[src/rtl/jtag_tap_bsr_if.sv]
// jtag_tap_bsr_if: serial JTAG port bundle (TMS/TDI in, TDO/TDO_en and
// tap_state out). master = tester side, slave = TAP side.
interface jtag_tap_bsr_if;
  logic       TMS;
  logic       TDI;
  logic       TDO;
  logic       TDO_en;
  logic [3:0] tap_state;

  modport master (
    output TMS, TDI,
    input  TDO, TDO_en, tap_state
  );

  modport slave (
    input  TMS, TDI,
    output TDO, TDO_en, tap_state
  );
endinterface

[src/rtl/jtag_tap_bsr.sv]
// jtag_tap_bsr: 16-state TAP with IR, bypass, optional IDCODE and a
// boundary-scan register of N_IN input cells and N_OUT output cells.
// Ports: TCK, reset (sync, active-high), jtag (TMS/TDI/TDO/TDO_en/
// tap_state), pin_in->core_in, core_out->pin_out.
// Macro JTAG_IDCODE_EN adds the 32-bit ID register; without it the
// reset/TLR instruction is BYPASS.
module jtag_tap_bsr #(
  parameter int          IR_WIDTH   = 4,
  parameter int          N_IN       = 9,
  parameter int          N_OUT      = 5,
  parameter logic [31:0] IDCODE_VAL = 32'h1000_0A5B
) (
  input  logic             TCK,
  input  logic             reset,
  jtag_tap_bsr_if.slave    jtag,
  input  logic [N_IN-1:0]  pin_in,
  output logic [N_IN-1:0]  core_in,
  input  logic [N_OUT-1:0] core_out,
  output logic [N_OUT-1:0] pin_out
);

  localparam int N = N_IN + N_OUT;

  localparam logic [IR_WIDTH-1:0] OP_EXTEST = '0;
  localparam logic [IR_WIDTH-1:0] OP_SAMPLE = IR_WIDTH'(1);
  localparam logic [IR_WIDTH-1:0] OP_IDCODE = IR_WIDTH'(2);
  localparam logic [IR_WIDTH-1:0] OP_INTEST = IR_WIDTH'(3);
  localparam logic [IR_WIDTH-1:0] OP_BYPASS = '1;

`ifdef JTAG_IDCODE_EN
  localparam logic [IR_WIDTH-1:0] RST_IR = OP_IDCODE;
`else
  localparam logic [IR_WIDTH-1:0] RST_IR = OP_BYPASS;
`endif

  typedef enum logic [3:0] {
    TLR    = 4'd0,  RTI    = 4'd1,
    SEL_DR = 4'd2,  CAP_DR = 4'd3,
    SH_DR  = 4'd4,  EX1_DR = 4'd5,
    PS_DR  = 4'd6,  EX2_DR = 4'd7,
    UPD_DR = 4'd8,  SEL_IR = 4'd9,
    CAP_IR = 4'd10, SH_IR  = 4'd11,
    EX1_IR = 4'd12, PS_IR  = 4'd13,
    EX2_IR = 4'd14, UPD_IR = 4'd15
  } state_t;

  state_t state;

  logic [IR_WIDTH-1:0] ir_sr;
  logic [IR_WIDTH-1:0] ir_q;
  logic [IR_WIDTH-1:0] ir_act;
  logic [N-1:0]        bsr_sr;
  logic [N-1:0]        bsr_upd;
  logic                byp;
  logic                sel_bsr;
  logic                sel_id;
  logic                id_lsb;
  logic                tms;

  assign tms = jtag.TMS;

  always_ff @(posedge TCK) begin
    if (reset) begin
      state <= TLR;
    end else begin
      unique case (state)
        TLR:    state <= tms ? TLR    : RTI;
        RTI:    state <= tms ? SEL_DR : RTI;
        SEL_DR: state <= tms ? SEL_IR : CAP_DR;
        CAP_DR: state <= tms ? EX1_DR : SH_DR;
        SH_DR:  state <= tms ? EX1_DR : SH_DR;
        EX1_DR: state <= tms ? UPD_DR : PS_DR;
        PS_DR:  state <= tms ? EX2_DR : PS_DR;
        EX2_DR: state <= tms ? UPD_DR : SH_DR;
        UPD_DR: state <= tms ? SEL_DR : RTI;
        SEL_IR: state <= tms ? TLR    : CAP_IR;
        CAP_IR: state <= tms ? EX1_IR : SH_IR;
        SH_IR:  state <= tms ? EX1_IR : SH_IR;
        EX1_IR: state <= tms ? UPD_IR : PS_IR;
        PS_IR:  state <= tms ? EX2_IR : PS_IR;
        EX2_IR: state <= tms ? UPD_IR : SH_IR;
        UPD_IR: state <= tms ? SEL_DR : RTI;
      endcase
    end
  end

  assign jtag.tap_state = state;

  // TLR forces the reset instruction as soon as the state is entered,
  // not one edge later.
  assign ir_act = (state == TLR) ? RST_IR : ir_q;

  always_comb begin
    sel_bsr = 1'b0;
    sel_id  = 1'b0;
    unique case (1'b1)
      (ir_act == OP_EXTEST),
      (ir_act == OP_SAMPLE),
      (ir_act == OP_INTEST): sel_bsr = 1'b1;
`ifdef JTAG_IDCODE_EN
      (ir_act == OP_IDCODE): sel_id = 1'b1;
`endif
      default: ;
    endcase
  end

`ifdef JTAG_IDCODE_EN
  logic [31:0] id_sr;

  always_ff @(posedge TCK) begin
    if (reset) begin
      id_sr <= '0;
    end else if (sel_id) begin
      if (state == CAP_DR) id_sr <= IDCODE_VAL;
      else if (state == SH_DR) id_sr <= {jtag.TDI, id_sr[31:1]};
    end
  end

  assign id_lsb = id_sr[0];
`else
  logic unused_idcode;
  assign unused_idcode = ^{IDCODE_VAL, OP_IDCODE, sel_id};
  assign id_lsb        = 1'b0;
`endif

  always_ff @(posedge TCK) begin
    if (reset) begin
      ir_sr   <= '0;
      ir_q    <= RST_IR;
      bsr_sr  <= '0;
      bsr_upd <= '0;
      byp     <= 1'b0;
    end else begin
      case (state)
        TLR:    ir_q  <= RST_IR;
        CAP_IR: ir_sr <= IR_WIDTH'(1);
        SH_IR:  ir_sr <= {jtag.TDI, ir_sr[IR_WIDTH-1:1]};
        UPD_IR: ir_q  <= ir_sr;
        CAP_DR: begin
          if (sel_bsr) bsr_sr <= {core_out, pin_in};
          byp <= 1'b0;
        end
        SH_DR: begin
          if (sel_bsr) bsr_sr <= {jtag.TDI, bsr_sr[N-1:1]};
          byp <= jtag.TDI;
        end
        UPD_DR: if (sel_bsr) bsr_upd <= bsr_sr;
        default: ;
      endcase
    end
  end

  always_comb begin
    jtag.TDO = 1'b0;
    if (state == SH_IR) begin
      jtag.TDO = ir_sr[0];
    end else if (state == SH_DR) begin
      if (sel_bsr)     jtag.TDO = bsr_sr[0];
      else if (sel_id) jtag.TDO = id_lsb;
      else             jtag.TDO = byp;
    end
  end

  assign jtag.TDO_en = (state == SH_DR) || (state == SH_IR);

  assign core_in = (ir_act == OP_INTEST) ? bsr_upd[N_IN-1:0] : pin_in;
  assign pin_out = (ir_act == OP_EXTEST) ? bsr_upd[N-1:N_IN] : core_out;

endmodule
[src/flat_wrapper.sv]
// flat-port wrapper written by rule: the top's interface ports become plain ports
module jtag_tap_bsr_flat 
#(
  parameter int          IR_WIDTH   = 4,
  parameter int          N_IN       = 9,
  parameter int          N_OUT      = 5,
  parameter logic [31:0] IDCODE_VAL = 32'h1000_0A5B
)
  (TCK, reset, pin_in, core_in, core_out, pin_out, jtag_TMS, jtag_TDI, jtag_TDO, jtag_TDO_en, jtag_tap_state);
  jtag_tap_bsr_if jtag_i ();
  input  logic TCK;
  input  logic reset;
  input  logic [N_IN-1:0] pin_in;
  output logic [N_IN-1:0] core_in;
  input  logic [N_OUT-1:0] core_out;
  output logic [N_OUT-1:0] pin_out;
  input wire logic [$bits(jtag_i.TMS)-1:0] jtag_TMS;
  input wire logic [$bits(jtag_i.TDI)-1:0] jtag_TDI;
  output wire logic [$bits(jtag_i.TDO)-1:0] jtag_TDO;
  output wire logic [$bits(jtag_i.TDO_en)-1:0] jtag_TDO_en;
  output wire logic [$bits(jtag_i.tap_state)-1:0] jtag_tap_state;
  assign jtag_i.TMS = jtag_TMS;
  assign jtag_i.TDI = jtag_TDI;
  assign jtag_TDO = jtag_i.TDO;
  assign jtag_TDO_en = jtag_i.TDO_en;
  assign jtag_tap_state = jtag_i.tap_state;
  jtag_tap_bsr #(.IR_WIDTH(IR_WIDTH), .N_IN(N_IN), .N_OUT(N_OUT), .IDCODE_VAL(IDCODE_VAL)) u_core (.TCK(TCK), .reset(reset), .jtag(jtag_i), .pin_in(pin_in), .core_in(core_in), .core_out(core_out), .pin_out(pin_out));
endmodule
[config.mk]
export PLATFORM = sky130hd
export DESIGN_NAME = jtag_tap_bsr_flat
export DESIGN_NICKNAME = d
export VERILOG_FILES = /design/src/rtl/jtag_tap_bsr_if.sv /design/src/rtl/jtag_tap_bsr.sv /design/src/flat_wrapper.sv
export SDC_FILE = /design/constraint.sdc
export NUM_CORES = 1
export LEC_CHECK = 0
export ABC_CLOCK_PERIOD_IN_PS = 2650
export CAP_MARGIN = 20
export CORE_UTILIZATION = 54
export CTS_BUF_LIST = sky130_fd_sc_hd__clkbuf_4 sky130_fd_sc_hd__clkbuf_8
export CTS_CLUSTER_SIZE = 12
export DETAILED_ROUTE_END_ITERATION = 8
export GPL_TIMING_DRIVEN = 0
export PLACE_DENSITY_LB_ADDON = 0.2
export SLEW_MARGIN = 15
export SYNTH_ARGS = -nofsm -noshare
export SYNTH_HDL_FRONTEND = slang
export SYNTH_SLANG_ARGS = --single-unit
[constraint.sdc]
create_clock -name TCK -period 2.65 [get_ports TCK]
set_input_delay 0.53 -clock TCK [delete_from_list [all_inputs] [get_ports TCK]]
set_output_delay 0.53 -clock TCK [all_outputs]
set_load 0.02 [all_outputs]
Run 1, met2 routing:
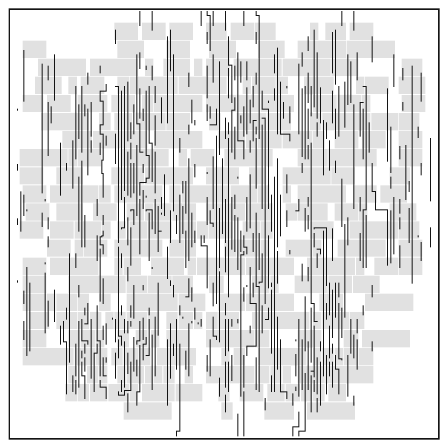
wire length on this layer: 2240 µm
share of all routed wire: 45%
nets with wire on the layer: 240
longest straight run: 32.6 µm

Run 1, routing congestion:
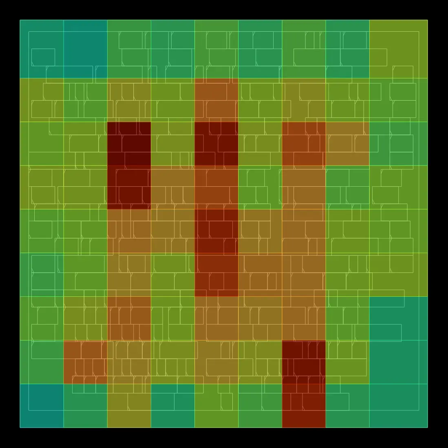
grt met1 use: 0.330
fin util: 0.719
Most Used Layer, Global Route: met2

Run 1, the metal 3 layer:
The bar under the picture is 20 µm long.
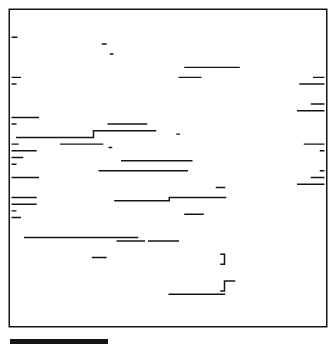
share of all routed wire: 4.9%
main direction: horizontal
wire length on this layer: 243 µm
longest straight run: 23.0 µm
total wire length: 4960 µm
GR Layer Usage met3: 0.0589

Run 1, gate families picked out:
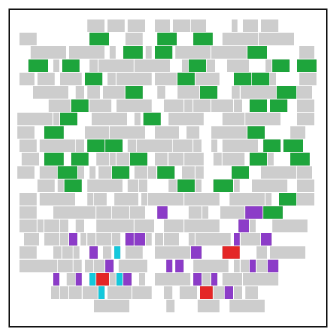
[inverters] cyan | cells: 4
[NAND gates] purple | cells: 21
[multiplexers] green | cells: 43
[AND-OR and OR-AND gates] red | cells: 3
combinational fraction of the cell area: 0.448
Top cell excl fill/tap: dfxtp_1
non-filler instance count after layout: 313

==> run 1: routing by layer <==
layer | part of all wire | vias up
met5 | 0 | -
met4 | 0.021 | 0
met3 | 0.049 | 11
met2 | 0.45 | 59
met1 | 0.48 | 891
li1 | - | 903
==> run 1: layout by cell type (no fill, tap or decap), drive strengths merged <==
cell type	instances
nor2	21
buf	10
a32o	1
or3b	1
o311ai	1
nand4	2
a21oi	22
nand2	6
clkdlybuf4s50	21
dlymetal6s2s	1
a31oi	1
a221oi	2
nor3	3
nor4b	2
nand2b	4
or4	1
or2	1
inv	4
dlygate4sd2	8
a21o	1
and2	1
mux2	15
nor3b	1
nor4bb	1
nand3	9
clkbuf	18
o22ai	4
o21a	1
o21bai	1
xnor2	1
a22oi	1
a211oi	14
clkdlybuf4s15	5
dfxtp	41
o21ai	6
and3	1
and4	2
mux2i	28
a2111oi	2
==> run 1: final cells by class <==
cell class / instances / area, µm²
tap: 48 / 60.1
fill: 314 / 1040
inverter: 4 / 15.0
timing repair buffer: 38 / 367
clock buffer: 7 / 90.1
sequential: 41 / 827
multi-input combinational: 157 / 1190
buffer: 18 / 105
==> run 1: per-stage QoR <==
stage / cell area, µm² / instances / power (W) / setup WS, ps
after global placement: 2530 / 306 / 0.000865 / -246
after global routing: 2650 / 313 / 0.00133 / -14.5
after CTS: 2640 / 312 / 0.00128 / 17.4
after detailed placement: 2530 / 306 / 0.000866 / -258
after floorplan: 2100 / 221 / 0.000779 / 264
final: 2650 / 313 / 0.00128 / 24.0
==> run 1: sequential cells by signal, summed over array words and instances, names as in the netlist <==
| name | flops |
|---|---|
| u_core.ir_q | 4 |
| u_core.jtag.tap_state | 4 |
| u_core.bsr_sr | 14 |
| u_core.ir_sr | 4 |
| u_core.byp | 1 |
| u_core.bsr_upd | 14 |
==> reports/metrics.yaml, run 1 <==
outcome:
  status: "complete, no violations"
clocking:
  ctsHtreeMaxLevel: 2
  clock_path_buffers: 2
  cts_resized: 34
  clockRootBuffer: "clkbuf_8"
  numCtsBuffers: 5
  cts_sinks: 41
  post_cts_buffers: 1
  cts_hold_buf: 0
  insertion_delay_ps: 290
worst_setup_path:
  reg2reg_depth: 9
  start_kind: "register"
  endpoint_kind: "primary output"
  path_depth: 5
  path_delay_family: "simple AND/OR/NAND/NOR gates"
  crit_chain: "or4_4 > and3_4 > mux2_2 > a32o_1 > buf_6"
  crit_path_start: "u_core.jtag.tap_state[1]"
  crit_path_end: "jtag_TDO"
  cp_num_buf_inv: 1
  r2r-start: "u_core.jtag.tap_state[0]"
  cp_slowest_cell: "or4_4"
synthesis:
  ys_sh_simple: 0.135
  yosys-top-cells-count: "dfxtp_1 (41), mux2i_1 (28), a21oi_1 (22)"
  syn_area_per_cell_um2: 9.51
  xor_area_frac: 0.00417
  ys_cells: 221
  yosys_warnings: 0
  synthCells: 221
  top_area_cell: "dfxtp_1"
  yosysChipArea_um2: 2100
  fa_ha_area_frac: 0
  synth_top_flop_cell: "dfxtp_1"
  ys_sh_aoi: 0.195
  ys_top_logic_family: "multiplexers"
  ys_types: 38
  netlist_area_um2: 2100
  synth_dominant_cell_count: "dfxtp_1"
timing:
  fin_skew_ps: 3.04
  holdWs_ps: 479
  rsz0062_at_grt: "true"
  setup-violations-final: 0
power:
  combPwrFrac: 0.175
  comb-power_w: 0.000224
  power_frac_clock: 0.330
  switching_power_w: 0.000338
  p_leak_nw: 1.00
  powerClk_w: 0.000422
  maxPowerGroup: "sequential cells"
die:
  ioPinCount: 38
  die_w_um: 64.4
  chip_area_um2: 4150
  die_y_um: 64.4
  core_area_um2: 3690
  fp_util: 0.570
flow_run:
  maxCapViolCount: 0
route:
  wire_per_inst_um: 15.9
  via_count: 1864
global_route:
  antenna_found_initial: 0
  globalRouteOverflowTotal: 0
  grt_pass1_wl_um: 7740
  grt_max_degree: 12
  use_met2: 0.363
cells_and_area:
  layout-drive-gt1-share: 0.211
  fin_nets: 283
placement:
  place_congestion: 0.859
hold_path:
  min_path_type: "register to register"
  min_from: "u_core.ir_sr[3]"
==> run 1 -> run 2 <==
--- a/config.mk
+++ b/config.mk
@@ -5,9 +5,10 @@
 export SDC_FILE = /design/constraint.sdc
 export NUM_CORES = 1
 export LEC_CHECK = 0
-export ABC_CLOCK_PERIOD_IN_PS = 2650
+export ABC_CLOCK_PERIOD_IN_PS = 3200
 export CAP_MARGIN = 20
-export CORE_UTILIZATION = 54
+export CORE_MARGIN = 3
+export CORE_UTILIZATION = 58
 export CTS_BUF_LIST = sky130_fd_sc_hd__clkbuf_4 sky130_fd_sc_hd__clkbuf_8
 export CTS_CLUSTER_SIZE = 12
 export DETAILED_ROUTE_END_ITERATION = 8
==> constraint.sdc (replaced) <==
create_clock -name TCK -period 3.2 [get_ports TCK]
set_input_delay 0.64 -clock TCK [delete_from_list [all_inputs] [get_ports TCK]]
set_output_delay 0.64 -clock TCK [all_outputs]
set_load 0.02 [all_outputs]
Run 2, the metal 3 layer:
The bar under the picture is 20 µm long.
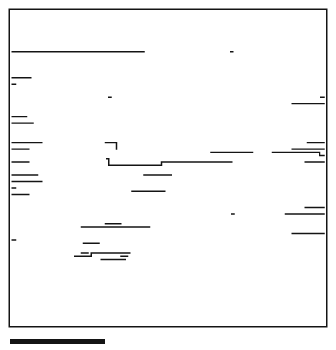
main direction: horizontal
nets with wire on the layer: 33
share of all routed wire: 4.5%
wire length on this layer: 215 µm
longest straight run: 27.6 µm
GR Layer Usage met3: 0.0425
Vias: 1814

Run 2, met2 routing:
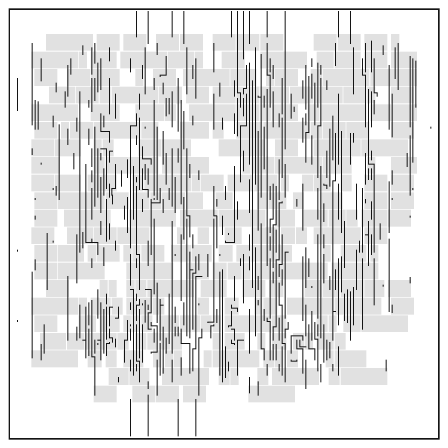
wire length on this layer: 2130 µm
nets with wire on the layer: 245
longest straight run: 32.0 µm

==> run 2 against run 1 <==
Clock skew increased by 13 ps; routed wire length down 4.2%; design area shrank 1.2%; register-to-register slack improved by 550 ps; critical path depth unchanged; core utilization is 4.8 points higher; synthesized area did not move; worst hold slack better by 13 ps; synthesized cell count did not move; flip-flop count is the same; count of clock-buffer cells in the layout did not move; worst setup slack improved by 53 ps; critical endpoint is now core_in[1].
==> reports/metrics.yaml, run 2 <==
outcome:
  status: "complete, no violations"
flow_run:
  maxCapViolCount: 0  # unchanged
route:
  wire_per_inst_um: 15.3  # -3.6%
  met1_length_um: 2330  # -1.6%
  dr.pass1.iters: 4
  finalWirelength_um: 4750  # -4.2%
  maxUsedRoutingLayer: "met4"
  met2WireLength_um: 2130  # -4.8%
clocking:
  numCtsBuffers: 5  # unchanged
  clock_path_buffers: 2  # unchanged
  cts_hold_buf: 0  # unchanged
  cts_sinks: 41  # unchanged
  ctsHtreeMaxLevel: 2  # unchanged
  post_cts_buffers: 0  # -1
  clockRootBuffer: "clkbuf_4"
cells_and_area:
  layout_top_cells: "dfxtp_1 (41), clkdlybuf4s50_1 (35), mux2i_1 (28), a21oi_1 (22), nor2_1 (21)"
  stdcell_area_um2: 2620  # -1.2%
  fin_util: 0.767  # +0.0479
  layout.area.comb_um2: 1170  # -1.4%
  fin_nets: 282  # -0.35%
  reg_top3: "u_core.bsr_sr (14), u_core.bsr_upd (14)"
  final_cells: 311  # -0.64%
  seq_area_um2: 821  # -0.76%
  layout-drive-gt1-share: 0.185  # -0.0264
  final_common_cell: "dfxtp_1"
worst_setup_path:
  path_delay_family: "simple AND/OR/NAND/NOR gates"
  reg2reg_depth: 9  # unchanged
  path_depth: 5  # unchanged
  crit_chain: "buf_6 > or4_4 > and4_4 > mux2_2 > clkdlybuf4s50_1"
  cp_num_buf_inv: 2  # +1
  crit_path_start: "u_core.jtag.tap_state[0]"
  r2r-start: "u_core.jtag.tap_state[0]"
  endpoint_kind: "primary output"
  crit_path_end: "core_in[1]"
timing:
  setup-violations-final: 0  # unchanged
  min_period_ps: 3120
  fin_skew_ps: 15.9  # +12.9 ps
  maxSlewHeadroom: 0.525
  setup_slack_ps: 77.2  # +53.2 ps
  holdWs_ps: 492  # +13.3 ps
die:
  ioPinCount: 38  # unchanged
  core_area_um2: 3420  # -7.4%
  chip_area_um2: 4380  # +5.7%
  die_y_um: 66.2  # +2.8%
  fp_util: 0.615  # +0.0455
  die_w_um: 66.2  # +2.8%
hold_path:
  min_path_type: "register to register"
placement:
  placed_cell_area_um2: 2530  # about the same
  dp_cells: 304  # -0.65%
  place_congestion: 0.907  # +5.6%
  pre_cts_ws_ps: 188  # +446 ps
synthesis:
  yosys_warnings: 0  # unchanged
  netlist_area_um2: 2100  # unchanged
  synth_dominant_cell_count: "dfxtp_1"
  ys_types: 38  # unchanged
  top_area_cell: "dfxtp_1"
  ys_cells: 221  # unchanged
  synth_top_flop_cell: "dfxtp_1"
  synthCells: 221  # unchanged
  yosys-top-cells-count: "dfxtp_1 (41), mux2i_1 (28), a21oi_1 (22)"
global_route:
  grt_pass1_wl_um: 7820  # +1.1%
  grt_pass1_vias: 1644
  gr-usage-met1: 0.326  # -0.00406
  globalRouteOverflowTotal: 0  # unchanged
  use_met2: 0.344  # -0.0187
power:
  p_leak_nw: 0.968  # -3.5%
  power_w: 0.00101  # -21%
Run 2, register map, names as in the netlist:
Other sequential cells in the stronger grey, the rest of the logic in the fainter grey.
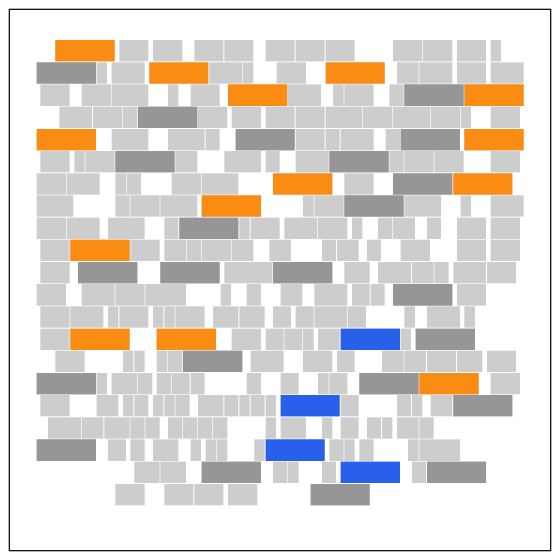
[`u_core.bsr_upd`] orange | placed flops: 14
[`u_core.ir_q`] blue | placed flops: 4 | where: bottom centre

run 2: power breakdown:
part	internal (W)	switching [W]
combinational	0.0000870	0.000102
sequential	0.000516	0.00000752
clock	0.000127	0.000173
run 2: worst min path at each step:
stage	to	slack, ps	start	cells after the start
6_report	u_core.ir_sr[1]	490	u_core.ir_sr[1]	2
5_1_grt	u_core.ir_sr[1]	510	u_core.ir_sr[1]	2
4_1_cts	u_core.ir_sr[2]	490	u_core.ir_sr[2]	2
3_5_place_dp	u_core.ir_sr[2]	470	u_core.ir_sr[2]	2
3_3_place_gp	u_core.ir_sr[2]	460	u_core.ir_sr[2]	2
2_1_floorplan	u_core.ir_sr[3]	440	u_core.ir_sr[3]	2
run 2: cell type report:
type,count,area share
multi-input combinational,156,0.447
timing repair buffer,37,0.142
inverter,4,0.00573
clock buffer,7,0.0248
clock inverter,1,0.00191
buffer,19,0.0430
tap,46,0.0220
sequential,41,0.313
run 2: worst reg2reg max path, cell delays in order (launching register included):
cell and delay [ps]:
dfxtp_1 340, buf_6 140, nor4b_1 250, buf_2 340
or2_2 170, buf_2 150, and2_4 150, buf_6 100
buf_6 160, a211oi_2 80
run 2: cells by family (layout without fill, tap and decap cells):
kind of cell           count (synthesis)  count (layout)  synth area share
AND/OR/NAND/NOR                       55              55             0.135
AND-OR/OR-AND                         57              57             0.195
buffers and inverters                 24              68            0.0613
flip-flops                            41              41             0.390
multiplexers                          43              43             0.214
XOR/XNOR                               1               1           0.00417
run 2: what timing repair did:
item                       in CTS  in global routing
setup endpoints to repair      15                  2
resized                         5                  3
pin swaps                       0                  0
==> run 2 -> run 3 <==
--- a/config.mk
+++ b/config.mk
@@ -5,13 +5,15 @@
 export SDC_FILE = /design/constraint.sdc
 export NUM_CORES = 1
 export LEC_CHECK = 0
+export ABC_AREA = 0
 export ABC_CLOCK_PERIOD_IN_PS = 3200
 export CAP_MARGIN = 20
 export CORE_MARGIN = 3
-export CORE_UTILIZATION = 58
+export CORE_UTILIZATION = 70
 export CTS_BUF_LIST = sky130_fd_sc_hd__clkbuf_4 sky130_fd_sc_hd__clkbuf_8
 export CTS_CLUSTER_SIZE = 12
 export DETAILED_ROUTE_END_ITERATION = 8
+export DONT_BUFFER_PORTS = 1
 export GPL_TIMING_DRIVEN = 0
 export PLACE_DENSITY_LB_ADDON = 0.2
 export SLEW_MARGIN = 15
Run 3, gate families picked out:
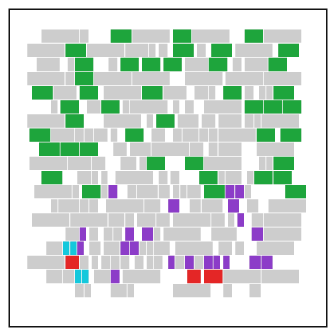
[AND-OR and OR-AND gates] red | cells: 3
[multiplexers] green | cells: 43
[NAND gates] purple | cells: 21
[inverters] cyan | cells: 4 | where: lower left
combinational fraction of the cell area: 0.524
non-filler instance count after layout: 259

Run 3, register map, names as in the netlist:
Other sequential cells in the stronger grey, the rest of the logic in the fainter grey.
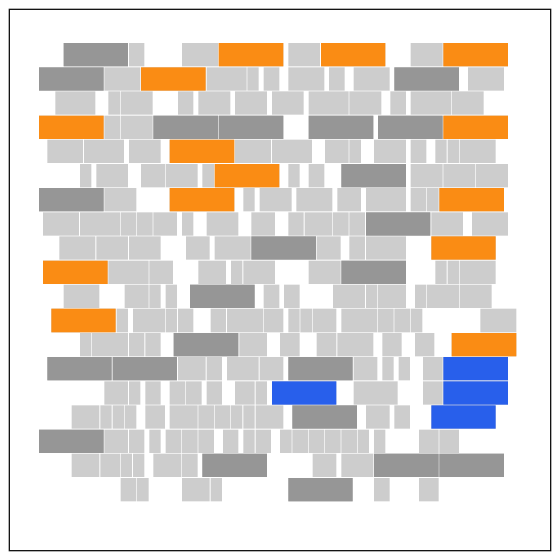
[`u_core.bsr_upd`] orange | placed flops: 14
[`u_core.ir_q`] blue | placed flops: 4
not coloured: 23
fin util: 0.784
sequential share of cell area: 0.373
sequential power: 0.000530 W

==> run 3 against run 2 <==
First-iteration DRC count rose by 4.8%; cell count shrank 17%; power is 9.1% lower; global-route usage rose by 3.7 points; die size shrank 16%; sequential power grew 1%; largest cell class unchanged; register-to-register slack worse by 110 ps.
==> reports/metrics.yaml, run 3 <==
die:
  chip_area_um2: 3700  # -16%
  ioPinCount: 38  # unchanged
  die_y_um: 60.8  # -8.2%
  fp_util: 0.749  # +0.134
  die_w_um: 60.8  # -8.2%
  core_area_um2: 2810  # -18%
synthesis:
  synthCells: 221  # unchanged
  netlist_area_um2: 2100  # unchanged
  ys_types: 38  # unchanged
  synth_top_flop_cell: "dfxtp_1"
  yosys-top-cells-count: "dfxtp_1 (41), mux2i_1 (28), a21oi_1 (22)"
  ys_cells: 221  # unchanged
  top_area_cell: "dfxtp_1"
  synth_dominant_cell_count: "dfxtp_1"
cells_and_area:
  layout_top_cells: "dfxtp_1 (41), mux2i_1 (28), a21oi_1 (22), nor2_1 (21), mux2_2 (15)"
  reg_top3: "u_core.bsr_sr (14), u_core.bsr_upd (14)"
  seq_area_um2: 821  # unchanged
  final_common_cell: "dfxtp_1"
  layout-drive-gt1-share: 0.197  # +0.0125
  layout.area.comb_um2: 1150  # -1.6%
global_route:
  grt_pass1_vias: 1624  # -1.2%
  grt_pass1_wl_um: 7320  # -6.4%
  globalRouteOverflowTotal: 0  # unchanged
worst_setup_path:
  crit_chain: "buf_6 > or4_4 > and4_1 > clkbuf_1 > mux2_2"
  path_depth: 5  # unchanged
  r2r-start: "u_core.jtag.tap_state[0]"
  crit_path_start: "u_core.jtag.tap_state[0]"
  path_delay_family: "simple AND/OR/NAND/NOR gates"
  cp_num_buf_inv: 2  # unchanged
  endpoint_kind: "primary output"
  crit_path_end: "core_in[1]"
clocking:
  cts_sinks: 41  # unchanged
  cts_hold_buf: 0  # unchanged
  cts_resized: 0  # -5
  clock_path_buffers: 2  # unchanged
  post_cts_buffers: 0  # unchanged
  ctsHtreeMaxLevel: 2  # unchanged
route:
  via_count: 1695  # -6.6%
  finalWirelength_um: 4510  # -5.1%
  dr.pass1.iters: 4  # unchanged
timing:
  fin_skew_ps: 6.45  # -9.47 ps
  setup-violations-final: 0  # unchanged
  min_period_ps: 3000  # -125 ps
  hold_viol_final: 0
  setup_slack_ps: 202  # +125 ps
hold_path:
  min_from: "reset"
  min_path_cells: 1  # -1
  min_to: "u_core.jtag.tap_state[3]"
placement:
  place_congestion: 0.862  # -5.0%
outcome:
  status: "complete, no violations"
power:
  p_leak_nw: 0.799  # -18%
Run 3, routing congestion:
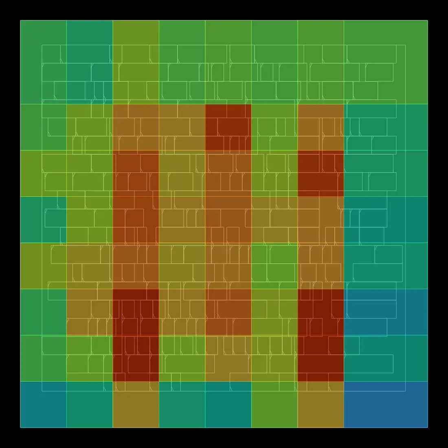
met2 Resource Use GR: 0.400
GR Layer Usage met3: 0.0745
average wire per standard cell: 17.4 µm
grt met1 use: 0.362
gr usage total: 0.267

[run 3: cell families after synthesis]
| group | after synthesis | synth area share |
|---|---|---|
| AND-OR/OR-AND | 57 | 0.195 |
| AND/OR/NAND/NOR | 55 | 0.135 |
| multiplexers | 43 | 0.214 |
| flip-flops | 41 | 0.390 |
| buffers and inverters | 24 | 0.0613 |
| XOR/XNOR | 1 | 0.00417 |
[run 3: report_power, final]
part | switching [W] | total (W) | internal (W)
registers | 0.0000142 | 0.000530 | 0.000516
clock network | 0.000162 | 0.000265 | 0.000103
logic | 0.0000814 | 0.000127 | 0.0000456
total | 0.000257 | 0.000922 | 0.000664
[run 3: metrics by stage]
step / hold WS (ps) / util / total power, W / cells / instance area, µm²
after floorplan: 445 / - / 0.000645 / 221 / 2100
after global placement: 460 / 0.763 / 0.000662 / 252 / 2140
after detailed placement: 472 / 0.763 / 0.000667 / 252 / 2140
after CTS: 368 / 0.784 / 0.000927 / 259 / 2200
after global routing: 366 / 0.784 / 0.000964 / 259 / 2200
final: 373 / 0.784 / 0.000922 / 259 / 2200
[run 3: worst register-to-register path, cell delays in order (launching register included)]
cell and delay (ps):
dfxtp_1 400, buf_6 170, or4_4 550, and3_1 180, buf_6 130, clkbuf_1 240, a21oi_1 280, a211oi_2 70
[run 3: area by class of cell]
type	instances	share of cell area
buffer	20	0.0518
clock buffer	6	0.0233
clock inverter	1	0.00341
inverter	4	0.00683
multi-input combinational	156	0.524
sequential	41	0.373
tap	31	0.0176
[run 3: routing by layer]
layer,track usage,part of all wire,up-vias
li1,-,-,822
met2,0.400,0.47,64
met5,0,0,-
met1,0.362,0.43,798
met4,0.108,0.021,0
met3,0.0745,0.074,11
Power and IR drop assume default switching activity.
